## src/rtl/core_ctrl_pkg.sv

```systemverilog
// rtl/core_ctrl_pkg.sv - shared types and constants for the core run/halt/step controller
package core_ctrl_pkg;

  // Width of the debug cycle and instruction counters
  localparam int CNT_W = 32;

  // Controller states; the encoding is visible on state_o
  typedef enum logic [2:0] {
    S_RST  = 3'd0,
    S_HALT = 3'd1,
    S_RUN  = 3'd2,
    S_STEP = 3'd3,
    S_BRK  = 3'd4
  } ctrl_state_e;

  // The core is considered stopped in both the manual halt and the breakpoint state
  function automatic logic is_halted(input ctrl_state_e s);
    return (s == S_HALT) || (s == S_BRK);
  endfunction

endpackage

```

## src/rtl/core_run_ctrl_if.sv

```systemverilog
// rtl/core_run_ctrl_if.sv - board-side buttons, core debug inputs and controller outputs
interface core_run_ctrl_if #(
  parameter int PC_WIDTH = 32
);
  import core_ctrl_pkg::*;

  // Raw KEY inputs, active-low, asynchronous to clk_i
  logic                run_btn_i;
  logic                step_btn_i;
  logic                halt_btn_i;

  // Breakpoint setup and core debug view
  logic                bp_en_i;
  logic [PC_WIDTH-1:0] bp_addr_i;
  logic [PC_WIDTH-1:0] pc_i;
  logic                insn_vld_i;

  // Core control and debug outputs
  logic                core_clk_en_o;
  logic                core_rst_no;
  logic [2:0]          state_o;
  logic                halted_o;
  logic [CNT_W-1:0]    cycle_cnt_o;
  logic [CNT_W-1:0]    insn_cnt_o;
  // Debounced KEY levels {halt, step, run} for the LEDR view, 1 = released
  logic [2:0]          btn_level_o;

  // Controller side
  modport slave (
    input  run_btn_i, step_btn_i, halt_btn_i,
    input  bp_en_i, bp_addr_i, pc_i, insn_vld_i,
    output core_clk_en_o, core_rst_no, state_o, halted_o,
    output cycle_cnt_o, insn_cnt_o, btn_level_o
  );

  // Board / core side
  modport master (
    output run_btn_i, step_btn_i, halt_btn_i,
    output bp_en_i, bp_addr_i, pc_i, insn_vld_i,
    input  core_clk_en_o, core_rst_no, state_o, halted_o,
    input  cycle_cnt_o, insn_cnt_o, btn_level_o
  );

endinterface

```

## src/rtl/core_run_ctrl_btn_debounce.sv

```systemverilog
// rtl/core_run_ctrl_btn_debounce.sv - two-flop synchroniser plus stable-count debounce for one KEY
module btn_debounce
  import core_ctrl_pkg::*;
#(
  parameter int DEBOUNCE_CYC = 16
) (
  input  logic clk_i,
  input  logic rst_ni,
  input  logic btn_ni,
  output logic press_o,
  output logic level_o
);

  localparam int DCNT_W = $clog2(DEBOUNCE_CYC);
  localparam logic [DCNT_W-1:0] DCNT_LAST = DCNT_W'(DEBOUNCE_CYC - 1);

  logic              sync1_q;
  logic              sync2_q;
  logic              level_q;
  logic              press_q;
  logic [DCNT_W-1:0] cnt_q;

  // Bring the asynchronous KEY into the clock domain; idle level is released (1)
  always_ff @(posedge clk_i or negedge rst_ni) begin
    if (!rst_ni) begin
      sync1_q <= 1'b1;
      sync2_q <= 1'b1;
    end else begin
      sync1_q <= btn_ni;
      sync2_q <= sync1_q;
    end
  end

  // Accept a new level only after DEBOUNCE_CYC consecutive differing samples; a press pulses on 1->0
  always_ff @(posedge clk_i or negedge rst_ni) begin
    if (!rst_ni) begin
      level_q <= 1'b1;
      press_q <= 1'b0;
      cnt_q   <= '0;
    end else if (sync2_q == level_q) begin
      press_q <= 1'b0;
      cnt_q   <= '0;
    end else if (cnt_q == DCNT_LAST) begin
      level_q <= sync2_q;
      press_q <= ~sync2_q;
      cnt_q   <= '0;
    end else begin
      press_q <= 1'b0;
      cnt_q   <= cnt_q + 1'b1;
    end
  end

  assign press_o = press_q;
  assign level_o = level_q;

endmodule

```

## src/rtl/core_run_ctrl.sv

```systemverilog
// rtl/core_run_ctrl.sv - run/halt/single-step controller producing the core clock enable and held reset
module core_run_ctrl
  import core_ctrl_pkg::*;
#(
  parameter int CLK_EN_DIV   = 4,
  parameter int DEBOUNCE_CYC = 16,
  parameter int RST_HOLD_CYC = 8,
  parameter int PC_WIDTH     = 32
) (
  input  logic          clk_i,
  input  logic          rst_ni,
  core_run_ctrl_if.slave bus
);

  localparam int DIV_W  = (CLK_EN_DIV > 1) ? $clog2(CLK_EN_DIV) : 1;
  localparam int HOLD_W = (RST_HOLD_CYC > 1) ? $clog2(RST_HOLD_CYC) : 1;
  localparam logic [DIV_W-1:0]  DIV_LAST  = DIV_W'(CLK_EN_DIV - 1);
  localparam logic [HOLD_W-1:0] HOLD_LAST = HOLD_W'(RST_HOLD_CYC - 1);

  ctrl_state_e       state_q, state_d;
  logic [DIV_W-1:0]  div_q, div_d;
  logic [HOLD_W-1:0] hold_q, hold_d;
  logic              en_q, en_d;
  logic              core_rst_q, core_rst_d;
  logic              skip_q, skip_d;
  logic              halted_q;
  logic [CNT_W-1:0]  cycle_cnt_q;
  logic [CNT_W-1:0]  insn_cnt_q;

  logic              run_ev, step_ev, halt_ev;
  logic              run_lvl, step_lvl, halt_lvl;
  logic              pc_match;
  logic              bp_hit;

  btn_debounce #(.DEBOUNCE_CYC(DEBOUNCE_CYC)) u_run_db (
    .clk_i   (clk_i),
    .rst_ni  (rst_ni),
    .btn_ni  (bus.run_btn_i),
    .press_o (run_ev),
    .level_o (run_lvl)
  );

  btn_debounce #(.DEBOUNCE_CYC(DEBOUNCE_CYC)) u_step_db (
    .clk_i   (clk_i),
    .rst_ni  (rst_ni),
    .btn_ni  (bus.step_btn_i),
    .press_o (step_ev),
    .level_o (step_lvl)
  );

  btn_debounce #(.DEBOUNCE_CYC(DEBOUNCE_CYC)) u_halt_db (
    .clk_i   (clk_i),
    .rst_ni  (rst_ni),
    .btn_ni  (bus.halt_btn_i),
    .press_o (halt_ev),
    .level_o (halt_lvl)
  );

  // The PC is only trusted between enables: on a pulse cycle the core has not yet advanced
  assign pc_match = (bus.pc_i[PC_WIDTH-1:0] == bus.bp_addr_i[PC_WIDTH-1:0]);
  assign bp_hit   = bus.bp_en_i & bus.insn_vld_i & pc_match & ~skip_q & ~en_q;

  // State register
  always_ff @(posedge clk_i or negedge rst_ni) begin
    if (!rst_ni) begin
      state_q <= S_RST;
    end else begin
      state_q <= state_d;
    end
  end

  // Next state, enable pulse, divider, reset hold and breakpoint skip
  always_comb begin
    state_d    = state_q;
    en_d       = 1'b0;
    div_d      = div_q;
    hold_d     = hold_q;
    core_rst_d = core_rst_q;
    skip_d     = skip_q;

    // A resumed breakpoint is passed once: the skip ends with the first enable after it was set
    if (en_q) begin
      skip_d = 1'b0;
    end

    unique case (state_q)
      S_RST: begin
        if (hold_q == HOLD_LAST) begin
          core_rst_d = 1'b1;
          state_d    = S_HALT;
        end else begin
          hold_d = hold_q + 1'b1;
        end
      end
      S_HALT: begin
        if (run_ev) begin
          state_d = S_RUN;
          div_d   = '0;
        end else if (step_ev) begin
          state_d = S_STEP;
        end
      end
      S_RUN: begin
        // Halt beats breakpoint beats continuing; either one swallows a pulse due this cycle
        if (halt_ev) begin
          state_d = S_HALT;
        end else if (bp_hit) begin
          state_d = S_BRK;
        end else if (div_q == DIV_LAST) begin
          en_d  = 1'b1;
          div_d = '0;
        end else begin
          div_d = div_q + 1'b1;
        end
      end
      S_STEP: begin
        en_d    = 1'b1;
        state_d = S_HALT;
      end
      S_BRK: begin
        if (run_ev) begin
          state_d = S_RUN;
          div_d   = '0;
          skip_d  = 1'b1;
        end else if (step_ev) begin
          state_d = S_STEP;
          skip_d  = 1'b1;
        end
      end
      default: begin
        state_d = S_RST;
      end
    endcase
  end

  // Registered datapath and outputs
  always_ff @(posedge clk_i or negedge rst_ni) begin
    if (!rst_ni) begin
      en_q       <= 1'b0;
      div_q      <= '0;
      hold_q     <= '0;
      core_rst_q <= 1'b0;
      skip_q     <= 1'b0;
      halted_q   <= 1'b0;
    end else begin
      en_q       <= en_d;
      div_q      <= div_d;
      hold_q     <= hold_d;
      core_rst_q <= core_rst_d;
      skip_q     <= skip_d;
      halted_q   <= is_halted(state_d);
    end
  end

  // Count each enable pulse, and those that carried a valid instruction
  always_ff @(posedge clk_i or negedge rst_ni) begin
    if (!rst_ni) begin
      cycle_cnt_q <= '0;
      insn_cnt_q  <= '0;
    end else if (en_q) begin
      cycle_cnt_q <= cycle_cnt_q + 1'b1;
      if (bus.insn_vld_i) begin
        insn_cnt_q <= insn_cnt_q + 1'b1;
      end
    end
  end

  assign bus.core_clk_en_o = en_q;
  assign bus.core_rst_no   = core_rst_q;
  assign bus.state_o       = state_q;
  assign bus.halted_o      = halted_q;
  assign bus.cycle_cnt_o   = cycle_cnt_q;
  assign bus.insn_cnt_o    = insn_cnt_q;
  assign bus.btn_level_o   = {halt_lvl, step_lvl, run_lvl};

endmodule
```

## src/flat_wrapper.sv

```systemverilog
// flat-port wrapper written by rule: the top's interface ports become plain ports
module core_run_ctrl_flat import core_ctrl_pkg::*;
#(
  parameter int CLK_EN_DIV   = 4,
  parameter int DEBOUNCE_CYC = 16,
  parameter int RST_HOLD_CYC = 8,
  parameter int PC_WIDTH     = 32
)
  (clk_i, rst_ni, bus_run_btn_i, bus_step_btn_i, bus_halt_btn_i, bus_bp_en_i, bus_bp_addr_i, bus_pc_i, bus_insn_vld_i, bus_core_clk_en_o, bus_core_rst_no, bus_state_o, bus_halted_o, bus_cycle_cnt_o, bus_insn_cnt_o, bus_btn_level_o);
  core_run_ctrl_if #(.PC_WIDTH(PC_WIDTH)) bus_i ();
  input  logic clk_i;
  input  logic rst_ni;
  input wire logic [$bits(bus_i.run_btn_i)-1:0] bus_run_btn_i;
  input wire logic [$bits(bus_i.step_btn_i)-1:0] bus_step_btn_i;
  input wire logic [$bits(bus_i.halt_btn_i)-1:0] bus_halt_btn_i;
  input wire logic [$bits(bus_i.bp_en_i)-1:0] bus_bp_en_i;
  input wire logic [$bits(bus_i.bp_addr_i)-1:0] bus_bp_addr_i;
  input wire logic [$bits(bus_i.pc_i)-1:0] bus_pc_i;
  input wire logic [$bits(bus_i.insn_vld_i)-1:0] bus_insn_vld_i;
  output wire logic [$bits(bus_i.core_clk_en_o)-1:0] bus_core_clk_en_o;
  output wire logic [$bits(bus_i.core_rst_no)-1:0] bus_core_rst_no;
  output wire logic [$bits(bus_i.state_o)-1:0] bus_state_o;
  output wire logic [$bits(bus_i.halted_o)-1:0] bus_halted_o;
  output wire logic [$bits(bus_i.cycle_cnt_o)-1:0] bus_cycle_cnt_o;
  output wire logic [$bits(bus_i.insn_cnt_o)-1:0] bus_insn_cnt_o;
  output wire logic [$bits(bus_i.btn_level_o)-1:0] bus_btn_level_o;
  assign bus_i.run_btn_i = bus_run_btn_i;
  assign bus_i.step_btn_i = bus_step_btn_i;
  assign bus_i.halt_btn_i = bus_halt_btn_i;
  assign bus_i.bp_en_i = bus_bp_en_i;
  assign bus_i.bp_addr_i = bus_bp_addr_i;
  assign bus_i.pc_i = bus_pc_i;
  assign bus_i.insn_vld_i = bus_insn_vld_i;
  assign bus_core_clk_en_o = bus_i.core_clk_en_o;
  assign bus_core_rst_no = bus_i.core_rst_no;
  assign bus_state_o = bus_i.state_o;
  assign bus_halted_o = bus_i.halted_o;
  assign bus_cycle_cnt_o = bus_i.cycle_cnt_o;
  assign bus_insn_cnt_o = bus_i.insn_cnt_o;
  assign bus_btn_level_o = bus_i.btn_level_o;
  core_run_ctrl #(.CLK_EN_DIV(CLK_EN_DIV), .DEBOUNCE_CYC(DEBOUNCE_CYC), .RST_HOLD_CYC(RST_HOLD_CYC), .PC_WIDTH(PC_WIDTH)) u_core (.clk_i(clk_i), .rst_ni(rst_ni), .bus(bus_i));
endmodule
```

## config.mk

```make
export PLATFORM = sky130hd
export DESIGN_NAME = core_run_ctrl_flat
export DESIGN_NICKNAME = d
export VERILOG_FILES = /design/src/rtl/core_ctrl_pkg.sv /design/src/rtl/core_run_ctrl_if.sv /design/src/rtl/core_run_ctrl_btn_debounce.sv /design/src/rtl/core_run_ctrl.sv /design/src/flat_wrapper.sv
export SDC_FILE = /design/constraint.sdc
export NUM_CORES = 1
export LEC_CHECK = 0
export ABC_AREA = 0
export CELL_PAD_IN_SITES_DETAIL_PLACEMENT = 2
export CELL_PAD_IN_SITES_GLOBAL_PLACEMENT = 2
export CORE_MARGIN = 2
export CORE_UTILIZATION = 29
export DETAILED_ROUTE_END_ITERATION = 10
export HOLD_SLACK_MARGIN = 0.15
export PLACE_DENSITY_LB_ADDON = 0.1
export SETUP_SLACK_MARGIN = 0.5
export SYNTH_ARGS = -nofsm -noshare
export SYNTH_HDL_FRONTEND = slang
export SYNTH_SLANG_ARGS = --single-unit
```

## constraint.sdc

```tcl
create_clock -name clk_i -period 2.2 [get_ports clk_i]
set_clock_uncertainty 0.05 [all_clocks]
set_input_delay 0.55 -clock clk_i [delete_from_list [all_inputs] [get_ports clk_i]]
set_output_delay 0.55 -clock clk_i [all_outputs]
set_load 0.02 [all_outputs]
```

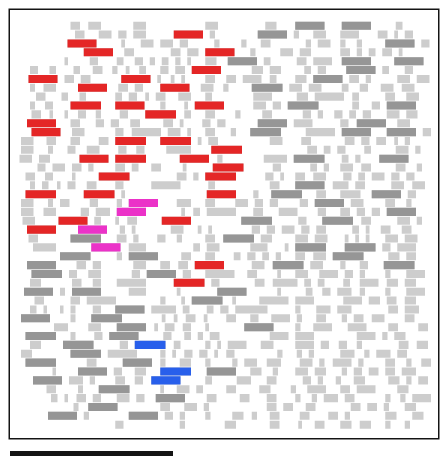
**Above:** run 1 (where the registers sit).
Scale bar: 50 um.
[`u_core.u_run_db.cnt_q`] magenta | sequential cells: 4 | where: west
[`u_core.bus.state_o`] blue | sequential cells: 3
[`u_core.bus.cycle_cnt_o`] red | sequential cells: 32
not coloured: 61
final design utilization: 47.47%
area taken by flip-flops and latches: 2549 um2
fraction of area in registers: 33.80%
sequential logic power: 2.02 mW

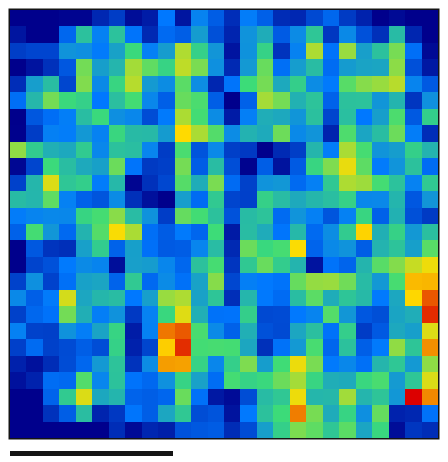
**Above:** run 1 (wire density map).
Scale bar: 50 um. The die is cut into 26 by 26 equal tiles; dark blue is low, red is high, scaled to the fullest tile. Values are wire area over tile area, all layers added.
fullest tile: 0.41
nearly empty tiles: 4.7%
emptiest ninth of the die: south-west
tiles over half the peak: 19%
vias after detailed routing: 3,985
overall routed net length: 15,260 um

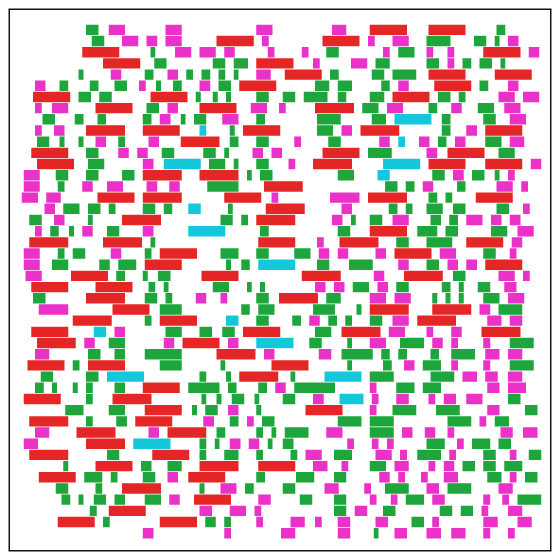
**Above:** run 1 (cells coloured by class).
[clock drivers and dummy loads] cyan | cells: 16 | share of their area: 3.9%
[flip-flops] red | cells: 100 | share of their area: 35%
[other buffers and delay cells] magenta | cells: 227 | share of their area: 25%
[all other logic] green | cells: 308 | share of their area: 36%
placeable core area: 15,890 um2
floorplan row count: 46
area of all placed cells without fillers: 7541 um2

==> report_table.html, run 1 <==
<h3>Run summary</h3>
<table>
<tr><th>Metric</th><th>Value</th></tr>
<tr><th colspan="2">Outcome</th></tr>
<tr><td>Status</td><td>complete, no violations</td></tr>
<tr><th colspan="2">Global route</th></tr>
<tr><td>Met2 Track Usage GR</td><td>a little under a third</td></tr>
<tr><td>GRT Resource Usage Total</td><td>between 10% and 20%</td></tr>
<tr><td>Via count of the first global-routing pass</td><td>about 4,400</td></tr>
<tr><th colspan="2">Pwr</th></tr>
<tr><td>Clock network fraction of design power</td><td>between 30% and 40%</td></tr>
<tr><td>Final total power</td><td>4.279 mW</td></tr>
<tr><td>Peak VDD IR</td><td>0.3777 mV</td></tr>
<tr><td>Combinational share of power</td><td>16.4%</td></tr>
<tr><th colspan="2">Yosys</th></tr>
<tr><td>Adder-cell area share of the yosys netlist</td><td>around 2.1%</td></tr>
<tr><td>Yosys warning tally</td><td>0</td></tr>
<tr><td>Cell count in the Yosys report</td><td>roughly 420</td></tr>
<tr><td>Post-synthesis simple-gate area fraction</td><td>18.48%</td></tr>
<tr><td>Xor and xnor area share after synthesis</td><td>approximately a fifth</td></tr>
<tr><td>Mean cell area of the mapped netlist</td><td>11.27 um2</td></tr>
<tr><td>Main logic family after synthesis</td><td>XOR/XNOR gates</td></tr>
<tr><td>Cell area leaders</td><td>sky130_fd_sc_hd__dfrtp_1 (48%), sky130_fd_sc_hd__xor2_1 (9.9%), sky130_fd_sc_hd__xnor2_1 (9.1%), sky130_fd_sc_hd__dfstp_2 (5.0%), sky130_fd_sc_hd__nand2_1 (2.6%)</td></tr>
<tr><td>Synthesized chip area reported by yosys</td><td>~4700 um2</td></tr>
<tr><td>Number of instances in the synthesized netlist</td><td>roughly 420</td></tr>
<tr><th colspan="2">Clock network</th></tr>
<tr><td>Clock latency on the worst-skew pair</td><td>between 0.3 and 0.4 ns</td></tr>
<tr><td>CTS tree</td><td>built</td></tr>
<tr><td>CTS Root Cell</td><td>sky130_fd_sc_hd__clkbuf_16</td></tr>
<tr><td>Buffer count from post-CTS setup fixing</td><td>23</td></tr>
<tr><th colspan="2">Layout</th></tr>
<tr><td>Clock buffer instance count of the final layout</td><td>9</td></tr>
<tr><td>Invs w/o clock</td><td>10</td></tr>
<tr><td>Largest cell class by area</td><td>multi-input combinational cells</td></tr>
<tr><td>Filler cell count in the final layout</td><td>between 1,500 and 2,000</td></tr>
<tr><td># nets final</td><td>between 700 and 800</td></tr>
<tr><td>Number of standard cells in the final layout excluding fillers</td><td>867</td></tr>
<tr><td>Non-clock buffer count in the final layout</td><td>about 230</td></tr>
<tr><td>Most instantiated logic cells after routing</td><td>sky130_fd_sc_hd__buf_4 (78), sky130_fd_sc_hd__dfrtp_1 (63), sky130_fd_sc_hd__clkbuf_2 (49)</td></tr>
<tr><th colspan="2">Min path</th></tr>
<tr><td>Worst hold path cell count</td><td>0</td></tr>
<tr><td>Hold-critical path endpoint</td><td>u_core.u_run_db.sync2_q$_DFF_PN1_</td></tr>
<tr><th colspan="2">Timing</th></tr>
<tr><td>Number of max-slew violations in the final report</td><td>0</td></tr>
<tr><td>Accumulated negative setup slack</td><td>0 ns</td></tr>
<tr><td>Hold Vio Cnt, Final</td><td>0</td></tr>
<tr><td>Slew of the pin with the lowest slew margin</td><td>roughly 0.48 ns</td></tr>
<tr><th colspan="2">Critical path</th></tr>
<tr><td>Worst reg2reg setup slack</td><td>~0.30 ns</td></tr>
<tr><td>CP max FO</td><td>3</td></tr>
<tr><td>Critical path origin</td><td>bus_pc_i[9]</td></tr>
<tr><td>Reg-to-Reg End</td><td>u_core.div_q[0]$_DFFE_PN0P_</td></tr>
<tr><td>Longest individual stage delay on the worst path</td><td>0.54 ns</td></tr>
<tr><th colspan="2">Routing</th></tr>
<tr><td>Pre-antenna DRT Iters</td><td>4</td></tr>
<tr><td>Wire length on met1</td><td>6443 um</td></tr>
<tr><th colspan="2">Placement</th></tr>
<tr><td>Port-buffer cells</td><td>143</td></tr>
<tr><td>Place WS</td><td>-0.4460 ns</td></tr>
<tr><td>Final estimated routing congestion in global placement</td><td>about 0.76</td></tr>
<tr><td>DP Area</td><td>approximately 6600 um2</td></tr>
<tr><td>Placed wire-length estimate after detailed placement</td><td>between 10,000 and 15,000 um</td></tr>
<tr><th colspan="2">Flow run</th></tr>
<tr><td>Max cap viols</td><td>0</td></tr>
</table>
**Run 1: routing congestion map**

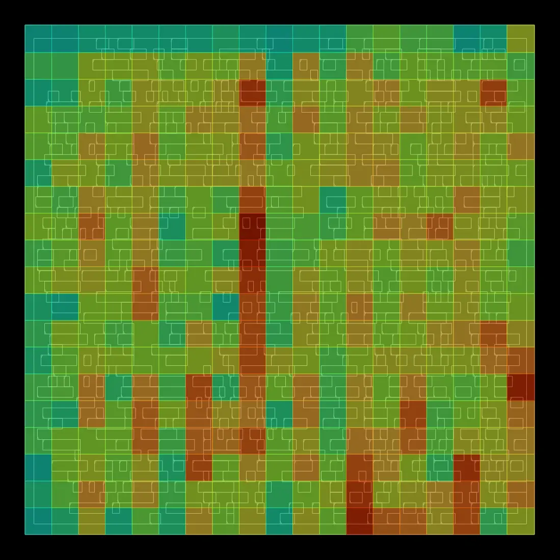

## Run 2: what changed since run 1
--- a/config.mk
+++ b/config.mk
@@ -9,11 +9,11 @@
 export CELL_PAD_IN_SITES_DETAIL_PLACEMENT = 2
 export CELL_PAD_IN_SITES_GLOBAL_PLACEMENT = 2
 export CORE_MARGIN = 2
-export CORE_UTILIZATION = 29
+export CORE_UTILIZATION = 30
 export DETAILED_ROUTE_END_ITERATION = 10
 export HOLD_SLACK_MARGIN = 0.15
 export PLACE_DENSITY_LB_ADDON = 0.1
-export SETUP_SLACK_MARGIN = 0.5
 export SYNTH_ARGS = -nofsm -noshare
 export SYNTH_HDL_FRONTEND = slang
+export SYNTH_HIERARCHICAL = 1
 export SYNTH_SLANG_ARGS = --single-unit
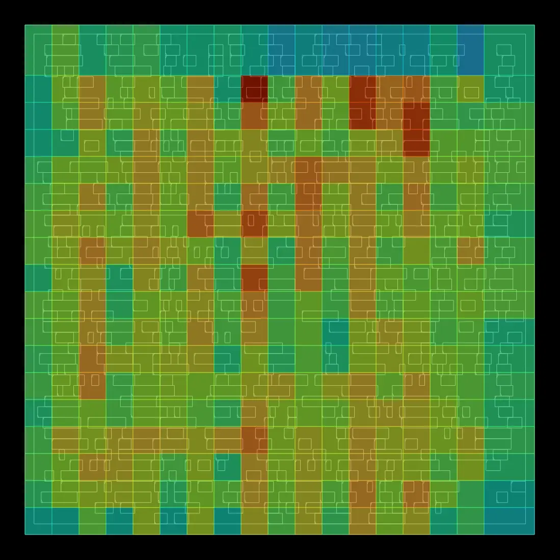
**Above:** run 2 (routing congestion map).
grt met1 use: 19.36%
final design utilization: 44.72%
global routing usage on met3: 4.797%
average wire per standard cell: 16.71 um

==> run 2 against run 1 <==
Global-route usage decreased by 1.2 points; largest power group unchanged; register-to-register slack got worse by 0.07 ns; largest cell class is now flip-flops and latches; setup slack got worse by 0.20 ns; core utilization fell by 2.8 points; highest routed layer unchanged; via count decreased by 7.9%.
==> report_table.html, run 2 <==
<h3>Run summary</h3>
<table>
<tr><th>Metric</th><th>Value</th></tr>
<tr><th colspan="2">Outcome</th></tr>
<tr><td>Status</td><td>complete, no violations</td></tr>
<tr><th colspan="2">Pwr</th></tr>
<tr><td>Combinational share of power</td><td>about 7%</td></tr>
<tr><td>Clock network fraction of design power</td><td>approximately 46%</td></tr>
<tr><td>Final total power</td><td>approximately 4.0 mW</td></tr>
<tr><td>Peak VDD IR</td><td>between 0.4 and 0.5 mV</td></tr>
<tr><th colspan="2">Yosys</th></tr>
<tr><td>Yosys warning tally</td><td>6</td></tr>
<tr><td>Synthesized chip area reported by yosys</td><td>about 4800 um2</td></tr>
<tr><td>Xor and xnor area share after synthesis</td><td>a little under a fifth</td></tr>
<tr><td>Number of instances in the synthesized netlist</td><td>411</td></tr>
<tr><td>Main logic family after synthesis</td><td>simple AND/OR/NAND/NOR gates</td></tr>
<tr><td>Cell area leaders</td><td>sky130_fd_sc_hd__dfrtp_1 (48%), sky130_fd_sc_hd__xnor2_1 (15%), sky130_fd_sc_hd__dfstp_2 (5.0%), sky130_fd_sc_hd__xor2_1 (3.5%), sky130_fd_sc_hd__nand4_1 (2.8%)</td></tr>
<tr><td>Post-synthesis simple-gate area fraction</td><td>20.07%</td></tr>
<tr><td>Mean cell area of the mapped netlist</td><td>about 12 um2</td></tr>
<tr><th colspan="2">Timing</th></tr>
<tr><td>Slew of the pin with the lowest slew margin</td><td>~0.47 ns</td></tr>
<tr><td>Accumulated negative setup slack</td><td>0 ns</td></tr>
<tr><td>Number of max-slew violations in the final report</td><td>0</td></tr>
<tr><th colspan="2">Routing</th></tr>
<tr><td>Vias after detailed routing</td><td>3,669</td></tr>
<tr><td>Wire length on met1</td><td>approximately 5300 um</td></tr>
<tr><td>Overall routed net length</td><td>between 10,000 and 15,000 um</td></tr>
<tr><td>Pre-antenna DRT Iters</td><td>4</td></tr>
<tr><th colspan="2">Floorplanning</th></tr>
<tr><td>Floorplan row count</td><td>roughly 46</td></tr>
<tr><th colspan="2">Min path</th></tr>
<tr><td>Worst hold path cell count</td><td>0</td></tr>
<tr><th colspan="2">Global route</th></tr>
<tr><td>GRT Resource Usage Total</td><td>~16%</td></tr>
<tr><td>Via count of the first global-routing pass</td><td>~4,100</td></tr>
<tr><th colspan="2">Placement</th></tr>
<tr><td>Port-buffer cells</td><td>approximately 140</td></tr>
<tr><td>Placed wire-length estimate after detailed placement</td><td>roughly 10,000 um</td></tr>
<tr><th colspan="2">Layout</th></tr>
<tr><td>Number of standard cells in the final layout excluding fillers</td><td>800</td></tr>
<tr><td>Most instantiated logic cells after routing</td><td>sky130_fd_sc_hd__clkdlybuf4s50_1 (139), sky130_fd_sc_hd__dfrtp_1 (90), sky130_fd_sc_hd__xnor2_1 (81)</td></tr>
<tr><td>Largest cell class by area</td><td>flip-flops and latches</td></tr>
<tr><td>Fraction of area in registers</td><td>a little over a third</td></tr>
<tr><td>Invs w/o clock</td><td>11</td></tr>
<tr><td>Clock buffer instance count of the final layout</td><td>12</td></tr>
<tr><td>Non-clock buffer count in the final layout</td><td>166</td></tr>
<tr><td>Filler cell count in the final layout</td><td>1,613</td></tr>
<tr><th colspan="2">Flow run</th></tr>
<tr><td>Max cap viols</td><td>0</td></tr>
<tr><th colspan="2">Critical path</th></tr>
<tr><td>Longest individual stage delay on the worst path</td><td>0.62 ns</td></tr>
<tr><td>Reg-to-Reg End</td><td>u_core/bus.cycle_cnt_o[30]$_DFFE_PN0P_</td></tr>
<tr><td>Worst reg2reg setup slack</td><td>0.23 ns</td></tr>
<tr><th colspan="2">Clock network</th></tr>
<tr><td>CTS Root Cell</td><td>sky130_fd_sc_hd__clkbuf_16</td></tr>
<tr><td>Buffer count from post-CTS setup fixing</td><td>0</td></tr>
<tr><td>Clock latency on the worst-skew pair</td><td>between 0.3 and 0.4 ns</td></tr>
</table>
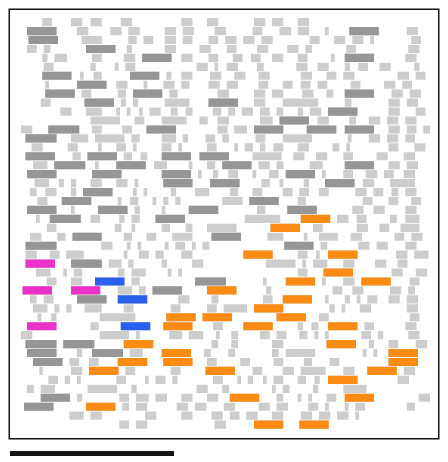
**Above:** run 2 (where the registers sit).
Scale bar: 50 um.
[`u_core/u_step_db/cnt_q`] magenta | sequential cells: 4
[`u_core/bus.cycle_cnt_o`] orange | sequential cells: 32
[`u_core/hold_q`] blue | sequential cells: 3
not coloured: 61
sequential logic power: 1.88 mW
area taken by flip-flops and latches: 2515 um2

Power figures rest on the tool's default switching activity, not on a simulated workload.
